$ cat config.mk
export PLATFORM = sky130hd
export DESIGN_NAME = toggle_bank_arbiter_flat
export DESIGN_NICKNAME = d
export VERILOG_FILES = /design/src/rtl/toggle_bank_arbiter_if.sv /design/src/rtl/toggle_bank_arbiter.sv /design/src/flat_wrapper.sv
export SDC_FILE = /design/constraint.sdc
export NUM_CORES = 1
export LEC_CHECK = 0
export CELL_PAD_IN_SITES_DETAIL_PLACEMENT = 0
export CELL_PAD_IN_SITES_GLOBAL_PLACEMENT = 2
export CORE_AREA = 2 2 96 61
export DETAILED_ROUTE_END_ITERATION = 10
export DIE_AREA = 0 0 98 63
export PLACE_DENSITY_LB_ADDON = 0.1
export SLEW_MARGIN = 25
export SYNTH_ARGS = -nofsm -noshare
export SYNTH_HDL_FRONTEND = slang
export SYNTH_SLANG_ARGS = --single-unit
$ cat constraint.sdc
create_clock -name clk -period 2.55 [get_ports clk]
set_input_delay 0.3825 -clock clk [delete_from_list [all_inputs] [get_ports clk]]
set_output_delay 0.3825 -clock clk [all_outputs]
set_load 0.005 [all_outputs]
$ cat src/rtl/toggle_bank_arbiter_if.sv
// rtl/toggle_bank_arbiter_if.sv - request/grant/toggle bus shared by requesters and the arbiter
//
// Purpose: groups the request handshake, the per-requester toggle masks and the
// toggle bank readback into one bundle.
// Signals:
//   clr   synchronous clear of the toggle bank (requester side drives)
//   req   per-requester request, held until the matching ack
//   mask  per-requester toggle masks, slice i = [i*WIDTH +: WIDTH]
//   gnt   one-hot grant (arbiter drives)
//   ack   one-cycle completion pulse (arbiter drives)
//   q     toggle bank state (arbiter drives)
//   busy  arbiter is mid-transaction (arbiter drives)
// Modports: master = requester side, slave = arbiter side.
interface toggle_bank_arbiter_if #(
  parameter int N_REQ = 4,
  parameter int WIDTH = 8
) ();
  logic                     clr;
  logic [N_REQ-1:0]         req;
  logic [N_REQ*WIDTH-1:0]   mask;
  logic [N_REQ-1:0]         gnt;
  logic [N_REQ-1:0]         ack;
  logic [WIDTH-1:0]         q;
  logic                     busy;

  modport master (
    output clr, req, mask,
    input  gnt, ack, q, busy
  );

  modport slave (
    input  clr, req, mask,
    output gnt, ack, q, busy
  );
endinterface

$ cat src/rtl/toggle_bank_arbiter.sv
// rtl/toggle_bank_arbiter.sv - round-robin arbiter granting access to a shared toggle flip-flop bank
//
// Purpose: N_REQ requesters each present a toggle mask; one at a time is granted,
// its mask captured, and the shared bank q is XORed with it.
// Ports:
//   clk_i-style scalar clk  clock, rising edge
//   rst                     asynchronous active-high reset
//   bus (slave modport)     clr/req/mask in, gnt/ack/q/busy out
module toggle_bank_arbiter #(
  parameter int N_REQ = 4,
  parameter int WIDTH = 8
) (
  input  logic                   clk,
  input  logic                   rst,
  toggle_bank_arbiter_if.slave   bus
);

  localparam int IDX_W = $clog2(N_REQ);

  typedef enum logic [1:0] {
    S_IDLE  = 2'd0,
    S_GRANT = 2'd1,
    S_APPLY = 2'd2
  } state_t;

  state_t               state_q, state_d;
  logic [N_REQ-1:0]     gnt_q, gnt_d;
  logic [N_REQ-1:0]     ack_q, ack_d;
  logic [IDX_W-1:0]     idx_q, idx_d;
  logic [IDX_W-1:0]     last_q, last_d;
  logic [WIDTH-1:0]     t_q, t_d;
  logic [WIDTH-1:0]     q_q, q_d;

  logic                 sel_found;
  logic [IDX_W-1:0]     sel_idx;
  logic [IDX_W-1:0]     cand;
  logic [WIDTH-1:0]     mask_arr [N_REQ];

  for (genvar g = 0; g < N_REQ; g++) begin : g_mask
    assign mask_arr[g] = bus.mask[g*WIDTH +: WIDTH];
  end

  // Round-robin search starting at last_served+1. Walking the offsets from
  // farthest to nearest lets the nearest requesting index win by overwrite.
  always_comb begin
    sel_found = 1'b0;
    sel_idx   = '0;
    cand      = '0;
    for (int off = N_REQ; off >= 1; off--) begin
      cand = IDX_W'((int'(last_q) + off) % N_REQ);
      if (bus.req[cand]) begin
        sel_found = 1'b1;
        sel_idx   = cand;
      end
    end
  end

  // State register plus all datapath registers.
  always_ff @(posedge clk or posedge rst) begin
    if (rst) begin
      state_q <= S_IDLE;
      gnt_q   <= '0;
      ack_q   <= '0;
      idx_q   <= '0;
      last_q  <= IDX_W'(N_REQ - 1);
      t_q     <= '0;
      q_q     <= '0;
    end else begin
      state_q <= state_d;
      gnt_q   <= gnt_d;
      ack_q   <= ack_d;
      idx_q   <= idx_d;
      last_q  <= last_d;
      t_q     <= t_d;
      q_q     <= q_d;
    end
  end

  // Next-state logic.
  always_comb begin
    state_d = state_q;
    case (state_q)
      S_IDLE:  if (sel_found) state_d = S_GRANT;
      S_GRANT: state_d = bus.req[idx_q] ? S_APPLY : S_IDLE;
      S_APPLY: state_d = S_IDLE;
      default: state_d = S_IDLE;
    endcase
  end

  // Output and datapath next values.
  always_comb begin
    gnt_d  = gnt_q;
    ack_d  = '0;
    idx_d  = idx_q;
    last_d = last_q;
    t_d    = t_q;
    q_d    = q_q;
    case (state_q)
      S_IDLE: begin
        if (sel_found) begin
          gnt_d          = '0;
          gnt_d[sel_idx] = 1'b1;
          idx_d          = sel_idx;
        end
      end
      S_GRANT: begin
        // A dropped request is an abort: release the grant, keep last_served.
        if (bus.req[idx_q]) t_d = mask_arr[idx_q];
        else                gnt_d = '0;
      end
      S_APPLY: begin
        q_d          = q_q ^ t_q;
        ack_d[idx_q] = 1'b1;
        gnt_d        = '0;
        last_d       = idx_q;
      end
      default: gnt_d = '0;
    endcase
    // Clear wins over a toggle landing on the same edge.
    if (bus.clr) q_d = '0;
  end

  assign bus.gnt  = gnt_q;
  assign bus.ack  = ack_q;
  assign bus.q    = q_q;
  assign bus.busy = (state_q != S_IDLE);

endmodule

$ cat src/flat_wrapper.sv
// flat-port wrapper written by rule: the top's interface ports become plain ports
module toggle_bank_arbiter_flat 
#(
  parameter int N_REQ = 4,
  parameter int WIDTH = 8
)
  (clk, rst, bus_clr, bus_req, bus_mask, bus_gnt, bus_ack, bus_q, bus_busy);
  toggle_bank_arbiter_if #(.N_REQ(N_REQ), .WIDTH(WIDTH)) bus_i ();
  input  logic clk;
  input  logic rst;
  input wire logic [$bits(bus_i.clr)-1:0] bus_clr;
  input wire logic [$bits(bus_i.req)-1:0] bus_req;
  input wire logic [$bits(bus_i.mask)-1:0] bus_mask;
  output wire logic [$bits(bus_i.gnt)-1:0] bus_gnt;
  output wire logic [$bits(bus_i.ack)-1:0] bus_ack;
  output wire logic [$bits(bus_i.q)-1:0] bus_q;
  output wire logic [$bits(bus_i.busy)-1:0] bus_busy;
  assign bus_i.clr = bus_clr;
  assign bus_i.req = bus_req;
  assign bus_i.mask = bus_mask;
  assign bus_gnt = bus_i.gnt;
  assign bus_ack = bus_i.ack;
  assign bus_q = bus_i.q;
  assign bus_busy = bus_i.busy;
  toggle_bank_arbiter #(.N_REQ(N_REQ), .WIDTH(WIDTH)) u_core (.clk(clk), .rst(rst), .bus(bus_i));
endmodule
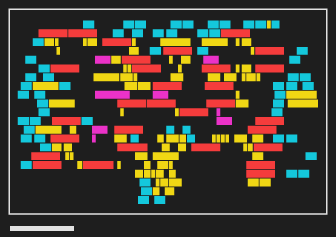
Fig. 1. Placement by cell class (run 1).
Scale bar: 20 um.
[cyan] other buffers and delay cells | cells: 60 | share of their area: 27%
[yellow] all other logic | cells: 80 | share of their area: 32%
[red] flops | cells: 30 | share of their area: 35%
[magenta] clock drivers and dummy loads | cells: 8 | share of their area: 5.0%

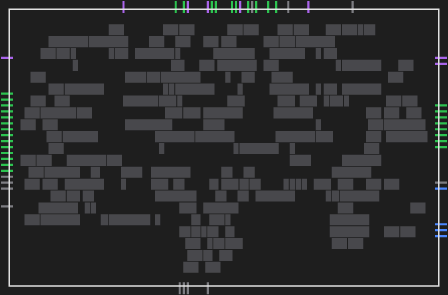
Fig. 2. Pin map (run 1).
Pins as bars across the die edge, other pins in grey.
[green] `bus_mask` | pins: 32 | direction: input | edge: 14 left, 10 top, 8 right
[blue] `bus_gnt` | pins: 4 | direction: output | edge: right
[purple] `bus_q` | pins: 8 | direction: output | edge: 5 top, 2 right, 1 left
all pins by edge: 19 left, 18 top, 15 right, 4 bottom

==> out/results.ini, run 1 <==
[run_status]
status = complete, no violations

[cts]
path_clk_slew_ps = 60
cts_made_buffers = 5

[die]
die-area_sq_mm = 0.00617

[worst_setup_path]
crit_family = multiplexers
cp-startpoint = u_core.idx_q[0]$_DFFE_PP0P_
crit_path_max_incr_delay_ps = 580

[sta]
finalHoldViolCount = 0
skew_ps = 4.01
fmax_mhz = 528
relSlewSlack = 0.663

[detailed_routing]
ant_nets = 0

[synthesis]
ys.flops = 30
syn-num-nets = 155

[placed_design]
place_area_sq_mm = 0.00212
dpl.hpwl_mm = 2.85
io_buffers = 55

[global_routing]
grt_max_degree = 31
grt-ovfl-total = 0

[power]
finalPower_mw = 2.25
vdd_drop_max_mv = 0.287

[layout]
logic_area_sq_um = 679
drive_above_1_share = 0.174

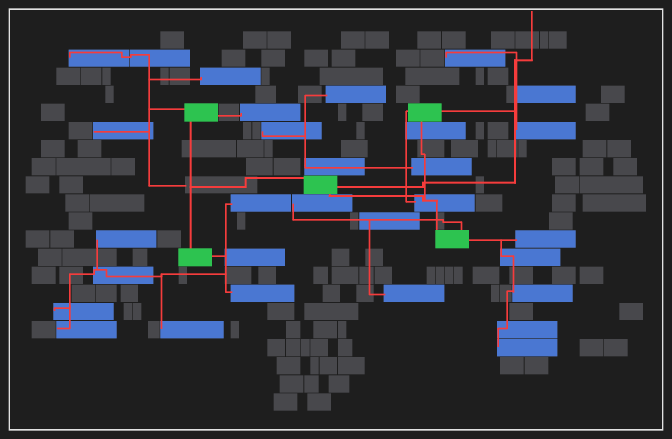
Fig. 3. Clock wires, drivers and flops (run 1).
[red] clock wires | length: 449 um
[green] cells driving clock nets | count: 5
[blue] flip-flops | count: 30
routed clock nets: 6
flops lie: all over the die

==> run 1: area by class of cell <==
type,instances,area share
clock buffers,7,0.0343
inverters,4,0.00674
flip-flops and latches,30,0.338
repair buffers,60,0.264
well taps,69,0.0387
multi-input cells,76,0.305
clock inverters,1,0.0135
==> run 1: worst register-to-register path: cells and delay by family, from the launching register on <==
| family | cells | cell delay [ps] |
|---|---|---|
| buffers and inverters | 1 | 210 |
| DFF | 1 | 580 |
| muxes | 2 | 900 |
| and+or+nand+nor | 1 | 90 |
==> run 1: metal layers <==
metal  up-vias  global-route usage  part of all wire
li1        544                   -                 -
met1       551               0.195              0.53
met2        48               0.172              0.38
met3         5              0.0481             0.077
met4         0              0.0417             0.011
met5         -                   0                 0
==> run 1: cell usage after synthesis <==
library cell,count,area (sq um)
a21boi_1,1,7.51
a21o_1,1,7.51
a21oi_1,1,5.00
a31oi_1,1,6.26
a32o_1,4,40.0
and3_1,1,6.26
and3b_1,1,8.76
buf_1,1,3.75
buf_2,1,5.00
buf_6,2,22.5
clkbuf_1,2,7.51
dfrtp_1,28,701
dfstp_2,2,52.6
inv_1,4,15.0
mux2_2,10,113
mux4_1,3,78.8
mux4_2,6,135
nand2_1,12,45.0
nand2_4,1,11.3
nand2b_1,3,18.8
nand3b_1,1,7.51
nor2_1,13,48.8
nor2b_1,1,6.26
nor3b_1,1,7.51
nor4_1,1,6.26
o211a_1,1,10.0
o211ai_1,2,15.0
o21ai_0,1,5.00
o221a_2,1,11.3
o221ai_1,1,8.76
xor2_1,8,70.1
==> run 1: final timing paths <==
path                                                 endpoint  slack [ps]  depth (start not counted)
worst max register to register      u_core.t_q[1]$_DFFE_PP0N_         650                          4
max in group asynchronous        u_core.last_q[0]$_DFFE_PP1P_        1740                          3
worst max-delay path                u_core.t_q[1]$_DFFE_PP0N_         650                          4
worst min-delay path              u_core.bus.q[4]$_DFFE_PP0P_         480                          3
worst min register to register  u_core.bus.gnt[2]$_DFFE_PP0P_         500                          1
min in group clk                u_core.bus.gnt[2]$_DFFE_PP0P_         500                          1
==> run 1: sequential cells by signal, indices dropped and copies added, names as in the netlist <==
register / flops
u_core.bus.ack: 4
u_core.bus.gnt: 4
u_core.bus.q: 8
u_core.idx_q: 2
u_core.last_q: 2
u_core.state_q: 2
u_core.t_q: 8
==> run 1: per-stage QoR <==
stage / instances / util / setup WS (ps) / hold slack [ps]
floorplan: 116 / - / 949 / 472
global placement: 239 / 0.398 / 418 / 481
detailed placement: 239 / 0.398 / 389 / 485
CTS: 247 / 0.418 / 610 / 485
global route: 247 / 0.418 / 555 / 492
finish: 247 / 0.418 / 655 / 475
==> run 1: logic make-up after synthesis <==
kind of cell           count (synthesis)  synth area share
AND-OR/OR-AND                         14            0.0783
XOR/XNOR                               8            0.0471
buffers and inverters                 10            0.0362
flip-flops                            30             0.507
multiplexers                          19             0.220
AND/OR/NAND/NOR                       35             0.112
==> run 1: report_power, final <==
group,internal (mW),switching (mW)
combinational,0.571,0.403
clock,0.292,0.175
sequential,0.673,0.132
--- run 2 (diff from run 1) ---
- CORE_AREA: 2 2 96 61 -> 2 2 103 65
- DIE_AREA: 0 0 98 63 -> 0 0 105 67
- clock period: 2.55 -> 1.7 ns (I/O delays scaled with it)
==> out/results.ini, run 2 <==
[run_status]
status = complete, no violations

[detailed_routing]
ant_nets = 0  ; unchanged

[worst_setup_path]
crit_path_max_incr_delay_ps = 490  ; -90 ps
cp-startpoint = bus_req[3]
crit_family = multiplexers

[sta]
skew_ps = 3.03  ; -0.981 ps
layout_setup_ws_ps = 20.8  ; -634 ps
fmax_mhz = 596
finalHoldViolCount = 0  ; unchanged
finalCritPeriodShare = 0.988
relSlewSlack = 0.703  ; +0.0399
holdWs_ps = 346  ; -130 ps

[synthesis]
most_common_cell = dfrtp_1
top_cells_by_count = 28 x dfrtp_1, 13 x nor2_1, 12 x nand2_1
ys.flops = 30  ; unchanged
async_flop_share = 1.00  ; unchanged
area_leaders = dfrtp_1 47%, mux4_2 9.1%, mux2_2 7.6%, mux4_1 5.3%, xor2_1 4.7%
post-synth-top-area-cell = dfrtp_1
edf_count = 0  ; unchanged

[placed_design]
io_buffers = 55  ; unchanged
dpl.hpwl_mm = 3.14  ; +9.9%
dpl_worst_slack_ps = -305  ; -695 ps

[global_routing]
grt-ovfl-total = 0  ; unchanged
grt_max_degree = 31  ; unchanged

[power]
vdd_drop_max_mv = 0.360  ; +26%

[layout]
drive_above_1_share = 0.225  ; +0.0504

[cts]
cts_made_buffers = 5  ; unchanged
path_clk_slew_ps = 60  ; about the same

[die]
die-area_sq_mm = 0.00704  ; +14%

-- run 2: cell counts after synthesis --
Identical to the previous run, type by type.
-- run 2: per-layer routing --
| layer | track usage | up-vias | share of wire |
|---|---|---|---|
| li1 | - | 556 | - |
| met1 | 0.168 | 593 | 0.47 |
| met2 | 0.195 | 45 | 0.43 |
| met3 | 0.0519 | 7 | 0.081 |
| met4 | 0.0600 | 0 | 0.019 |
| met5 | 0 | - | 0 |
-- run 2: what timing repair did --
item,in CTS,in global routing
resized,0,8
hold buffers,0,0
setup endpoints to repair,6,9
-- run 2: cell type report --
class	count	area, sq um	area share
sequential	30	754	0.324
multi-input combinational	76	698	0.300
timing repair buffer	69	662	0.285
tap	84	105	0.0452
clock buffer	7	86.3	0.0371
inverter	4	15.0	0.00646
clock inverter	1	5.00	0.00215
-- run 2: through the flow --
| stage | std cells | utilization | total power, mW | area [sq um] |
|---|---|---|---|---|
| after global routing | 271 | 0.388 | 3.72 | 2330 |
| after global placement | 263 | 0.368 | 2.78 | 2210 |
| after CTS | 271 | 0.383 | 3.43 | 2300 |
| after detailed placement | 263 | 0.368 | 2.81 | 2210 |
| after floorplan | 116 | - | 2.12 | 1490 |
| final | 271 | 0.388 | 3.44 | 2330 |
-- run 2: tightest hold or removal path: cells and delay by family --
kind | cells | cell delay (ps)
buf+inv | 3 | 790
-- run 2: report_power, final --
group	switching (mW)	internal, mW
Sequential	0.202	1.01
Combinational	0.656	0.985
Clock	0.264	0.326
-- run 2: worst paths after layout --
| check | cells after the start | slack, ps | endpoint |
|---|---|---|---|
| max | 5 | 20 | u_core.t_q[6]$_DFFE_PP0N_ |
| min | 3 | 350 | u_core.bus.q[6]$_DFFE_PP0P_ |
| max reg2reg | 4 | 20 | u_core.t_q[6]$_DFFE_PP0N_ |
| min reg2reg | 1 | 490 | u_core.bus.gnt[1]$_DFFE_PP0P_ |
| max in group asynchronous | 3 | 1020 | u_core.last_q[1]$_DFFE_PP1P_ |
| min in group clk | 1 | 490 | u_core.bus.gnt[1]$_DFFE_PP0P_ |
-- run 2: cell families after synthesis --
kind of cell,count (synthesis),share of synthesized area
AOI/OAI and AO/OA,14,0.0783
buffers and inverters,10,0.0362
DFF,30,0.507
and+or+nand+nor,35,0.112
muxes,19,0.220
xor gates and xnor gates,8,0.0471
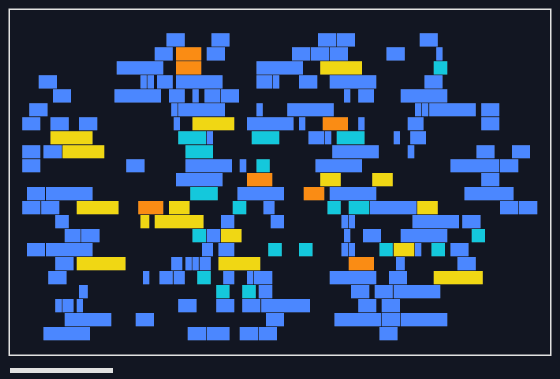
Fig. 4. Cells by drive strength (run 2).
Scale bar: 20 um.
[yellow] drive 2 | cells: 16
[blue] drive 1 or less | cells: 145
[orange] drive 6 and up | cells: 7
[cyan] drive 3 to 4 | cells: 19

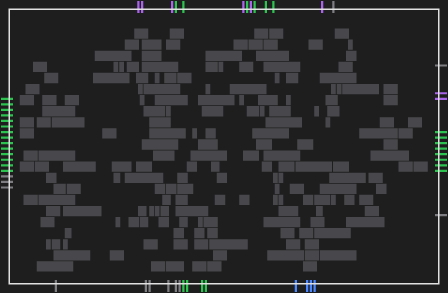
Fig. 5. Pin map (run 2).
Pins as bars across the die edge, other pins in grey.
[green] `bus_mask` | pins: 32 | direction: input | edge: 14 left, 8 right, 6 top, 4 bottom
[blue] `bus_gnt` | pins: 4 | direction: output | edge: bottom
[purple] `bus_q` | pins: 8 | direction: output | edge: 6 top, 2 right

--- run 3 (diff from run 2) ---
- SLEW_MARGIN: 25 -> 20
==> out/results.ini, run 3 <==
[sta]
finalCritPeriodShare = 0.988  ; unchanged
holdWs_ps = 346  ; unchanged
skew_ps = 3.03  ; unchanged
relSlewSlack = 0.703  ; unchanged

[cts]
cts_hold_buf = 0  ; unchanged
path_clk_slew_ps = 60  ; about the same
ctsResizeCount = 0  ; unchanged
cts_made_buffers = 5  ; unchanged

[synthesis]
top_cells_by_count = 28 x dfrtp_1, 13 x nor2_1, 12 x nand2_1
post-synth-top-area-cell = dfrtp_1
most_common_cell = dfrtp_1

[placed_design]
io_buffers = 55  ; unchanged
dpl.hpwl_mm = 3.14  ; unchanged
place_inst = 263  ; unchanged

[worst_setup_path]
r2r_slack_ps = 20  ; about the same
r2r-end = u_core.t_q[6]$_DFFE_PP0N_

[layout]
design_area_sq_mm = 0.00233  ; unchanged
drive_above_1_share = 0.225  ; unchanged

[detailed_routing]
ant_nets = 0  ; unchanged

[run_status]
status = complete, no violations

[global_routing]
grt-ovfl-total = 0  ; unchanged

==> run 3: cell counts after synthesis <==
No cell type changed its count.
==> run 3: cell type report <==
| type | count | area (sq um) | share of cell area |
|---|---|---|---|
| Sequential cell | 30 | 754 | 0.324 |
| Multi-Input combinational cell | 76 | 698 | 0.300 |
| Timing Repair Buffer | 69 | 662 | 0.285 |
| Tap cell | 84 | 105 | 0.0452 |
| Clock buffer | 7 | 86.3 | 0.0371 |
| Inverter | 4 | 15.0 | 0.00646 |
| Clock inverter | 1 | 5.00 | 0.00215 |
==> run 3: per-stage QoR <==
stage | setup WS (ps) | util | total power, mW | TNS, ps
4_1_cts | -9.63 | 0.383 | 3.43 | -25.6
3_3_place_gp | -261 | 0.368 | 2.78 | -3040
5_1_grt | -16.2 | 0.388 | 3.72 | -44.4
6_report | 20.8 | 0.388 | 3.44 | 0
3_5_place_dp | -305 | 0.368 | 2.81 | -3620
2_1_floorplan | 98.9 | - | 2.12 | 0
==> run 3: worst max-delay path by stage <==
| stage | startpoint | end | slack [ps] | cells after the start |
|---|---|---|---|---|
| after floorplan | u_core.idx_q[0]$_DFFE_PP0P_ | u_core.t_q[0]$_DFFE_PP0N_ | 100 | 5 |
| after global placement | bus_req[0] | u_core.t_q[4]$_DFFE_PP0N_ | -260 | 5 |
| after detailed placement | bus_req[0] | u_core.t_q[0]$_DFFE_PP0N_ | -310 | 5 |
| after CTS | u_core.idx_q[0]$_DFFE_PP0P_ | u_core.t_q[1]$_DFFE_PP0N_ | -10 | 4 |
| after global routing | u_core.idx_q[0]$_DFFE_PP0P_ | u_core.t_q[7]$_DFFE_PP0N_ | -20 | 4 |
| final | bus_req[3] | u_core.t_q[6]$_DFFE_PP0N_ | 20 | 5 |
==> run 3: metal layers <==
metal  wire length [um]  vias to the layer above  track usage
met1               1900                      593        0.168
met5                  0                        -            0
li1                   -                      556            -
met4                 76                        0       0.0600
met3                328                        7       0.0519
met2               1750                       45        0.195
==> run 3: cell families (layout without fill, tap and decap cells) <==
kind of cell	count (synthesis)	after routing	synth area share
DFF	30	30	0.507
xor gates and xnor gates	8	8	0.0471
and+or+nand+nor	35	35	0.112
buffers and inverters	10	81	0.0362
AOI/OAI and AO/OA	14	14	0.0783
muxes	19	19	0.220
==> run 3: power breakdown <==
part / internal (mW) / leakage (nW) / switching (mW)
Combinational: 0.985 / 0.582 / 0.656
Clock: 0.326 / 0.0482 / 0.264
Sequential: 1.01 / 0.382 / 0.202
Total: 2.32 / 1.01 / 1.12
==> run 3: worst register-to-register path: stages (launching register included) <==
cell      delay [ps]
dfrtp_2          410
mux4_2           510
nand3b_1         140
buf_4            160
mux2_2           330
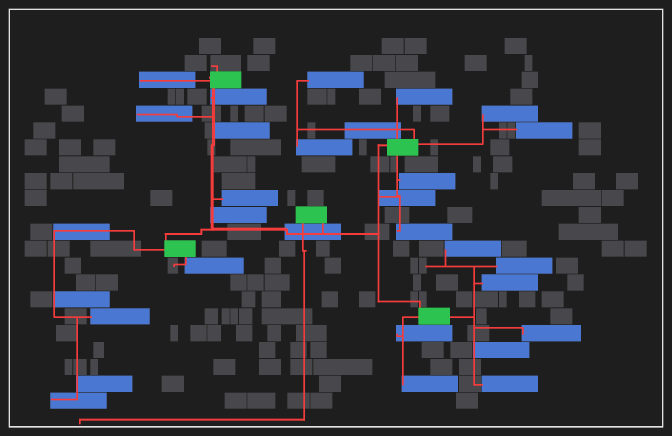
Fig. 6. Clock wires, drivers and flops (run 3).
[red] clock wires | length: 458 um
[blue] flip-flops | count: 30
[green] cells driving clock nets | count: 5
routed clock nets: 6
flops lie: all over the die

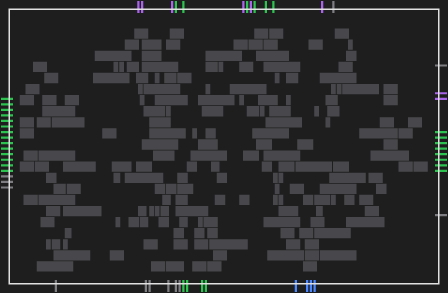
Fig. 7. Pin map (run 3).
Pins as bars across the die edge, other pins in grey.
[purple] `bus_q` | pins: 8 | direction: output | edge: 6 top, 2 right
[green] `bus_mask` | pins: 32 | direction: input | edge: 14 left, 8 right, 6 top, 4 bottom
[blue] `bus_gnt` | pins: 4 | direction: output | edge: bottom

Power figures rest on the tool's default switching activity, not on a simulated workload.
